--- config.mk ---
export PLATFORM = sky130hd
export DESIGN_NAME = ahb_lite_interconnect
export DESIGN_NICKNAME = d
export VERILOG_FILES = /design/src/rtl/ahb_lite_pkg.sv /design/src/rtl/ahb_default_slave.sv /design/src/rtl/ahb_lite_interconnect.sv
export SDC_FILE = /design/constraint.sdc
export NUM_CORES = 1
export LEC_CHECK = 0
export ABC_AREA = 1
export CAP_MARGIN = 30
export CORE_UTILIZATION = 20
export DETAILED_ROUTE_END_ITERATION = 10
export GPL_TIMING_DRIVEN = 0
export PLACE_DENSITY = 0.78
export SYNTH_ARGS = -nofsm -noshare
export SYNTH_HDL_FRONTEND = slang
export SYNTH_HIERARCHICAL = 1
export SYNTH_SLANG_ARGS = --single-unit
--- constraint.sdc ---
create_clock -name Hclk -period 1.5 [get_ports Hclk]
set_clock_uncertainty 0.15 [all_clocks]
set_input_delay 0.375 -clock Hclk [delete_from_list [all_inputs] [get_ports Hclk]]
set_output_delay 0.375 -clock Hclk [all_outputs]
set_load 0.01 [all_outputs]
--- src/rtl/ahb_lite_pkg.sv ---
// Shared AHB-Lite encodings and the default-slave state type.
package ahb_lite_pkg;

   localparam logic [1:0] HTRANS_IDLE   = 2'b00;
   localparam logic [1:0] HTRANS_BUSY   = 2'b01;
   localparam logic [1:0] HTRANS_NONSEQ = 2'b10;
   localparam logic [1:0] HTRANS_SEQ    = 2'b11;

   localparam logic HRESP_OKAY  = 1'b0;
   localparam logic HRESP_ERROR = 1'b1;

   typedef enum logic [1:0] {
      DEF_OKAY = 2'd0,
      DEF_ERR1 = 2'd1,
      DEF_ERR2 = 2'd2
   } def_state_e;

   // NONSEQ and SEQ carry data; IDLE and BUSY never need a response beyond OKAY.
   function automatic logic is_active(input logic [1:0] htrans);
      return (htrans == HTRANS_NONSEQ) || (htrans == HTRANS_SEQ);
   endfunction

endpackage

--- src/rtl/ahb_default_slave.sv ---
// Default slave: answers unmapped active transfers with the two-cycle ERROR
// response and everything else with a zero-wait OKAY.
module ahb_default_slave
   import ahb_lite_pkg::*;
(
   input  logic       Hclk,
   input  logic       Hresetn,
   input  logic       Hsel,
   input  logic [1:0] Htrans,
   input  logic       Hready,
   output logic       Hready_out,
   output logic       Hresp,
   output logic [1:0] state_o
);

   def_state_e state_q, state_d;

   logic take_err;
   assign take_err = Hready && Hsel && is_active(Htrans);

   // State register; reset aborts any error response in flight.
   always_ff @(posedge Hclk or negedge Hresetn) begin
      if (!Hresetn) state_q <= DEF_OKAY;
      else          state_q <= state_d;
   end

   // Next state. Kept apart from the outputs so Hready_out never depends on Hready.
   always_comb begin
      state_d = state_q;
      case (state_q)
         DEF_OKAY: if (take_err) state_d = DEF_ERR1;
         DEF_ERR1: state_d = DEF_ERR2;
         DEF_ERR2: state_d = take_err ? DEF_ERR1 : DEF_OKAY;
         default:  state_d = DEF_OKAY;
      endcase
   end

   // Response outputs decoded purely from the current state.
   always_comb begin
      Hready_out = 1'b1;
      Hresp      = HRESP_OKAY;
      case (state_q)
         DEF_ERR1: begin
            Hready_out = 1'b0;
            Hresp      = HRESP_ERROR;
         end
         DEF_ERR2: Hresp = HRESP_ERROR;
         default: ;
      endcase
   end

   assign state_o = state_q;

endmodule

--- src/rtl/ahb_lite_interconnect.sv ---
// AHB-Lite single-master interconnect: region decode, data-phase select
// register and response/read-data mux, with a built-in default slave.
module ahb_lite_interconnect
   import ahb_lite_pkg::*;
#(
   parameter int NUM_SLAVES = 4,
   parameter int SEL_W      = 3,
   parameter int REGION_LSB = 28,
   parameter int ADDR_W     = 32,
   parameter int DATA_W     = 32
) (
   input  logic                         Hclk,
   input  logic                         Hresetn,
   input  logic [ADDR_W-1:0]            Haddr,
   input  logic [1:0]                   Htrans,
   output logic                         Hready,
   output logic                         Hresp,
   output logic [DATA_W-1:0]            Hrdata,
   output logic [NUM_SLAVES-1:0]        Hsel_s,
   input  logic [NUM_SLAVES*DATA_W-1:0] Hrdata_s,
   input  logic [NUM_SLAVES-1:0]        Hready_out_s,
   input  logic [NUM_SLAVES-1:0]        Hresp_s,
   output logic [1:0]                   dbg_def_state_o
);

   logic [SEL_W-1:0] region;
   logic             unmapped;
   logic [SEL_W-1:0] sel_idx_q, sel_idx_d;
   logic             dflt_q, dflt_d;
   logic             def_ready, def_resp;

   // Only the region field takes part in decoding.
   logic unused_addr_bits;
   assign unused_addr_bits = ^Haddr;

   assign region = Haddr[REGION_LSB +: SEL_W];

   // One-hot decode; regions at or beyond NUM_SLAVES leave every select low.
   for (genvar g = 0; g < NUM_SLAVES; g++) begin : g_dec
      assign Hsel_s[g] = (region == SEL_W'(g));
   end
   assign unmapped = ~|Hsel_s;

   assign sel_idx_d = Hready ? region   : sel_idx_q;
   assign dflt_d    = Hready ? unmapped : dflt_q;

   // Data-phase owner advances only when the current data phase completes.
   always_ff @(posedge Hclk or negedge Hresetn) begin
      if (!Hresetn) begin
         sel_idx_q <= '0;
         dflt_q    <= 1'b1;
      end else begin
         sel_idx_q <= sel_idx_d;
         dflt_q    <= dflt_d;
      end
   end

   ahb_default_slave u_default_slave (
      .Hclk       (Hclk),
      .Hresetn    (Hresetn),
      .Hsel       (unmapped),
      .Htrans     (Htrans),
      .Hready     (Hready),
      .Hready_out (def_ready),
      .Hresp      (def_resp),
      .state_o    (dbg_def_state_o)
   );

   // Return path mux: default slave unless a mapped slave owns the data phase.
   always_comb begin
      Hready = def_ready;
      Hresp  = def_resp;
      Hrdata = '0;
      for (int i = 0; i < NUM_SLAVES; i++) begin
         if (!dflt_q && (sel_idx_q == SEL_W'(i))) begin
            Hready = Hready_out_s[i];
            Hresp  = Hresp_s[i];
            Hrdata = Hrdata_s[i*DATA_W +: DATA_W];
         end
      end
   end

endmodule

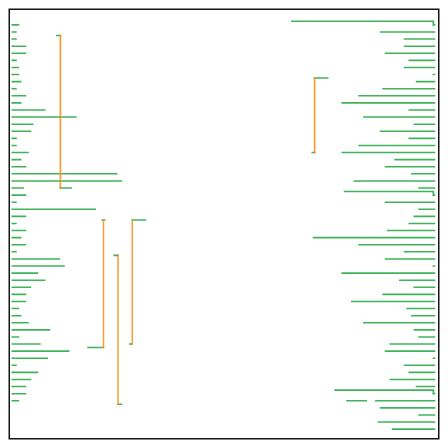
(run_1/wires.png)
Only two layers are drawn.
legend:
  green:
    layer: metal 3
    wire_length: 745 um
  orange:
    layer: metal 4
    wire_length: 120 um

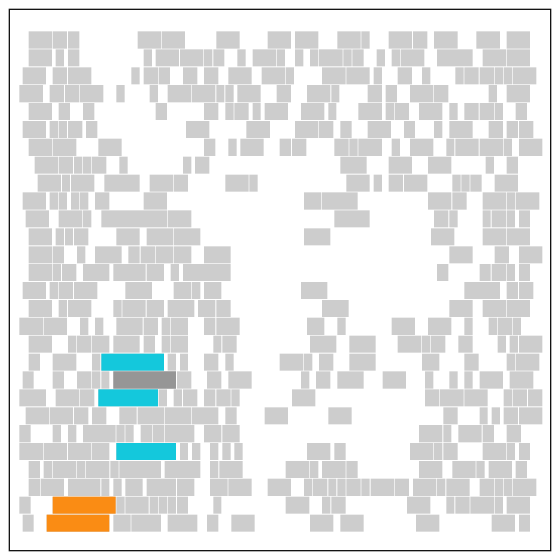
(run_1/flops_by_reg.png)
Other sequential cells in the stronger gray, the rest of the logic in the fainter gray.
legend:
  orange:
    name_in_the_netlist: u_default_slave/state_o
    sequential_cells: 2
  cyan:
    name_in_the_netlist: sel_idx_q
    sequential_cells: 3

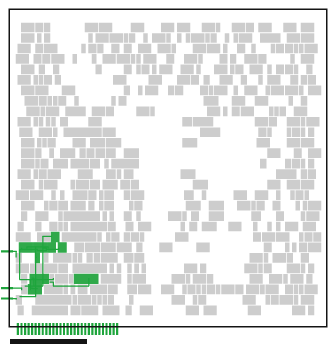
(run_1/io_fan.png)
Scale bar: 20 um.
legend:
  green:
    port: Haddr
    bits: 32
    direction: input
    edge: 29 bottom, 3 left
    end_cells: 10
    buffers: 4
    wire: 101 um

-- run 1: cells by family (layout without fill, tap and decap cells) --
kind of cell    count (synthesis)  after routing  share of synthesized area (%)
simple gates                  212            212                           72.8
compound gates                  1              1                          0.586
flops                           6              6                           11.8
fa+ha+maj                       5              5                           4.88
buf+inv                        28            239                           9.95
-- run 1: how the worst max path moves through the flow --
stage | from | end | slack, ps | depth (start not counted)
3_3_place_gp | sel_idx_q[1] | Hrdata[0] | -920 | 7
3_5_place_dp | sel_idx_q[1] | Hrdata[0] | -910 | 7
5_1_grt | sel_idx_q[2] | Hrdata[4] | -710 | 8
4_1_cts | sel_idx_q[2] | Hrdata[24] | -660 | 8
6_report | sel_idx_q[2] | Hrdata[24] | -650 | 7
2_1_floorplan | dflt_q | Hrdata[0] | -130 | 6
-- run 1: power groups by stage --
stage          Clock, mW  Combinational (mW)  Sequential (mW)
2_1_floorplan          0                1.75            0.359
3_3_place_gp           0                3.61            0.359
3_5_place_dp           0                3.65            0.367
4_1_cts            0.268                3.83            0.375
5_1_grt            0.281                4.53            0.369
6_report           0.267                4.18            0.363
-- run 1: routing by layer --
layer / part of all wire, % / wire length [um]
met4: 1.6 / 120
met2: 53 / 4070
met3: 9.8 / 745
met5: 0 / 0
met1: 35 / 2700
-- run 1: sequential cells by signal (all words and copies together), names as in the netlist --
register	cells
sel_idx_q	3
dflt_q	1
u_default_slave/state_o	2
-- run 1: area by class of cell --
cell class / count / area (um^2) / share of cell area (%)
Sequential cell: 6 / 155 / 4.38
Clock buffer: 4 / 45.0 / 1.27
Inverter: 15 / 61.3 / 1.73
Multi-Input combinational cell: 218 / 1170 / 33.1
Timing Repair Buffer: 207 / 1870 / 52.9
Tap cell: 75 / 93.8 / 2.65
Buffer: 13 / 143 / 4.03
==> job_summary.md, run 1 <==
## Synthesis and layout report

| Metric | Value |
|---|---|
| Initial cell density of the core | 21.2% |
| Number of placed cells counting well taps | 508 |
| Overall die area | 6740 um^2 |
| Worst hold path class | primary input to async pin |
| Total cells reported by yosys after synthesis | 252 |
| Floorplan Core Area | 6060 um^2 |
| Final period utilization | 144% |
| Final setup margin | -653 ps |
| Via Count | 2466 |
| Most area-hungry cell type in the Yosys netlist | sky130_fd_sc_hd__nand2_1 |
| Final-report max-slew violation count | 0 |
| Number of antenna diodes | 0 |
| Unrepaired setup endpoints after global routing | yes |
| Top cell family by delay on the critical path | simple AND/OR/NAND/NOR gates |
| Non-Filler Instances | 538 |
| Total iterations of the first detailed-routing run | 4 |
| Share of final-layout standard cells stronger than drive strength 1 | 32.6% |
| Category of the critical setup timing path | register to output pin |
| Cell-by-cell trace of the critical path | nor2_4 > nand3_2 > inv_2 > buf_4 > nand2_1 > nand4_1 > buf_2 |
| Vias per cell | 4.58 |
| Run status | finished, violations left |
| Total setup violations reported at the end of the flow | 40 |
| Maximum number of pins on one net before global-route repair | 11 |
| Insertion delay to the later sink of the worst-skew pair | 230 ps |
| Tmin final | 2150 ps |
| Fraction of registers with async set or reset after synthesis | 100% |
| Flip-flop and latch count after synthesis | 6 |
| GRT met2 Usage | 41.2% |
| Top cell area share | 44.8% |
| Vias in the first global route | 2319 |
| Final-layout fill cell count | 588 |
| Global routing met3 resource utilization | 3.89% |
| Crit-path max FO | 10 |
| Number of rows in the core area | 28 |
| Yosys warns | 6 |
| Clock Path Buffers | 2 |
| Die boundary height | 82.1 um |
| Register area share after synthesis | 11.8% |
| Post-synthesis to final-layout area growth | 176% |
| Synth Flop Type | sky130_fd_sc_hd__dfrtp_1 |
| Worst-case headroom to the max-slew limit | 81.9% |
| Total negative slack | -22770 ps |
| Worst setup EP type | output pin |
| Most frequent cells in the layout | sky130_fd_sc_hd__clkdlybuf4s50_1, sky130_fd_sc_hd__nand2_1, sky130_fd_sc_hd__buf_2, sky130_fd_sc_hd__nand2_2, sky130_fd_sc_hd__nand4_1 |
| Failing checks | negative setup slack |
==> run_1/placement.png <==
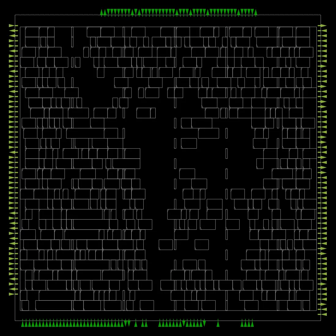

==> inputs of run 2 (changes only) <==
--- a/config.mk
+++ b/config.mk
@@ -7,10 +7,11 @@
 export LEC_CHECK = 0
 export ABC_AREA = 1
 export CAP_MARGIN = 30
-export CORE_UTILIZATION = 20
+export CORE_AREA = 2 2 82 84
 export DETAILED_ROUTE_END_ITERATION = 10
+export DIE_AREA = 0 0 84 86
+export DONT_BUFFER_PORTS = 1
 export GPL_TIMING_DRIVEN = 0
-export PLACE_DENSITY = 0.78
 export SYNTH_ARGS = -nofsm -noshare
 export SYNTH_HDL_FRONTEND = slang
 export SYNTH_HIERARCHICAL = 1
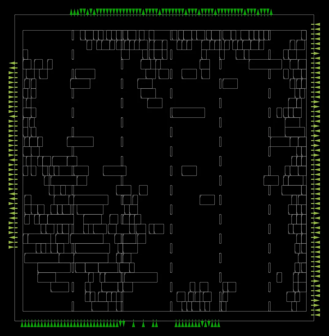
(run_2/placement.png)
final-layout fill cell count: 696
number of sequential cells in the layout: 6
Non-Filler Instances: 351
number of rows in the core area: 29
share of the core filled with cells in the final layout: 30.1%

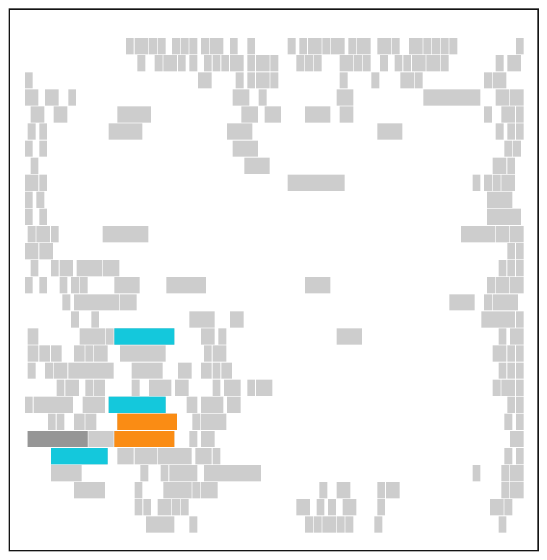
(run_2/flops_by_reg.png)
Other sequential cells in the stronger gray, the rest of the logic in the fainter gray.
area used by sequential logic in the layout: 155 um^2
P_seq: 401 uW
fraction of standard cell area that is sequential: 8.22%

==> job_summary.md, run 2 <==
## Synthesis and layout report

| Metric | Value |
|---|---|
| Uppermost metal layer occupied by signal nets | met4 |
| Final-report max-slew violation count | 0 |
| Unrepaired setup endpoints after global routing | yes |
| Die boundary height | 86 um |
| Total iterations of the first detailed-routing run | 4 |
| Category of the critical setup timing path | register to output pin |
| Vias in the first global route | 1526 |
| Worst hold path class | primary input to register |
| Area of the multi-input gates | 1160 um^2 |
| Most area-hungry cell type in the Yosys netlist | sky130_fd_sc_hd__nand2_1 |
| Routed wl met3 | 446 um |
| Vias per cell | 5.00 |
| Total setup violations reported at the end of the flow | 40 |
| Total cells reported by yosys after synthesis | 252 |
| Largest register by flop count | sel_idx_q |
| Total negative slack | -17120 ps |
| Tmin final | 2020 ps |
| Final setup margin | -522 ps |
| Clock Path Buffers | 2 |
| Power group with the highest consumption | combinational logic |
| Final period utilization | 135% |
| Run status | finished, violations left |
| Reported combinational group power | 2.98 mW |
| Routed wire length on met2 | 2.87 mm |
| Share of final-layout standard cells stronger than drive strength 1 | 30.3% |
| Worst setup EP type | output pin |
| Failing checks | negative setup slack |
| Synth Flop Type | sky130_fd_sc_hd__dfrtp_1 |
| Initial cell density of the core | 20.4% |
| Maximum number of pins on one net before global-route repair | 11 |
| Number of antenna diodes | 0 |
| Top cell area share | 44.8% |
| Post-synthesis to final-layout area growth | 47.2% |
| Insertion delay to the later sink of the worst-skew pair | 220 ps |
| Register area share after synthesis | 11.8% |
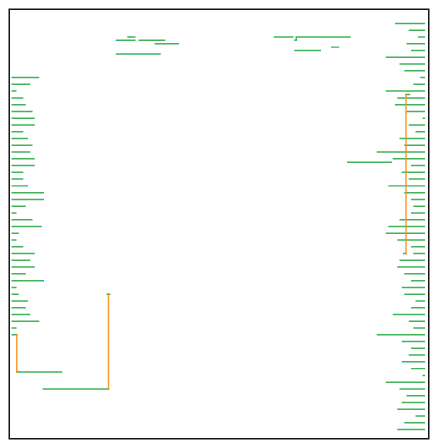
(run_2/wires.png)
Only two layers are drawn.
legend:
  green:
    layer: metal 3
    wire_length: 447 um
  orange:
    layer: metal 4
    wire_length: 58.5 um
total routing resource utilization after global routing: 12.2%
Via Count: 1755
routed wire length per instance: 15.7 um
total wire length: 5.50 mm

-- run 2: cell count changes in the layout (fill, tap and decap cells not counted), sizes merged --
cell and change:
clkdlybuf4s50 -138, buf -52, dlygate4sd3 +1
-- run 2: through the flow --
stage	area, um^2	power, mW	util (%)	cells	worst slack, ps
floorplan	1320	2.11	-	252	-132
global placement	1420	2.51	22.6	329	-374
detailed placement	1420	2.53	22.6	329	-388
CTS	1640	3.13	26.1	345	-547
global route	1890	3.93	30.1	351	-593
finish	1890	3.63	30.1	351	-522
-- run 2: worst paths after layout --
path	from	end
max in group asynchronous	Hresetn	dflt_q
worst max register to register	sel_idx_q[2]	u_default_slave/state_o[1]
min in group asynchronous	Hresetn	sel_idx_q[0]
worst max-delay path	dflt_q	Hrdata[21]
worst min-delay path	Haddr[30]	dflt_q
worst min register to register	dflt_q	dflt_q
-- run 2: area by class of cell --
cell class / count / share of cell area, %
buffer: 13 / 7.75
clock buffer: 4 / 2.39
inverter: 15 / 3.51
multi-input combinational: 218 / 61.4
sequential: 6 / 8.22
tap: 77 / 5.10
timing repair buffer: 18 / 11.7
-- run 2: critical path, cell delays in order, from the launching register on --
cell and delay [ps]:
sky130_fd_sc_hd__dfstp_2 540, sky130_fd_sc_hd__nor2_4 50, sky130_fd_sc_hd__buf_12 130, sky130_fd_sc_hd__nand2_4 80, sky130_fd_sc_hd__inv_4 60, sky130_fd_sc_hd__buf_6 140
sky130_fd_sc_hd__nand2_1 70, sky130_fd_sc_hd__nand4_1 200
-- run 2: cells by family (layout without fill, tap and decap cells) --
| family | Yosys count | count (layout) | synth area share [%] |
|---|---|---|---|
| buf+inv | 28 | 50 | 9.95 |
| flops | 6 | 6 | 11.8 |
| simple gates | 212 | 212 | 72.8 |
| compound gates | 1 | 1 | 0.586 |
| fa+ha+maj | 5 | 5 | 4.88 |
Power figures rest on the tool's default switching activity, not on a simulated workload.
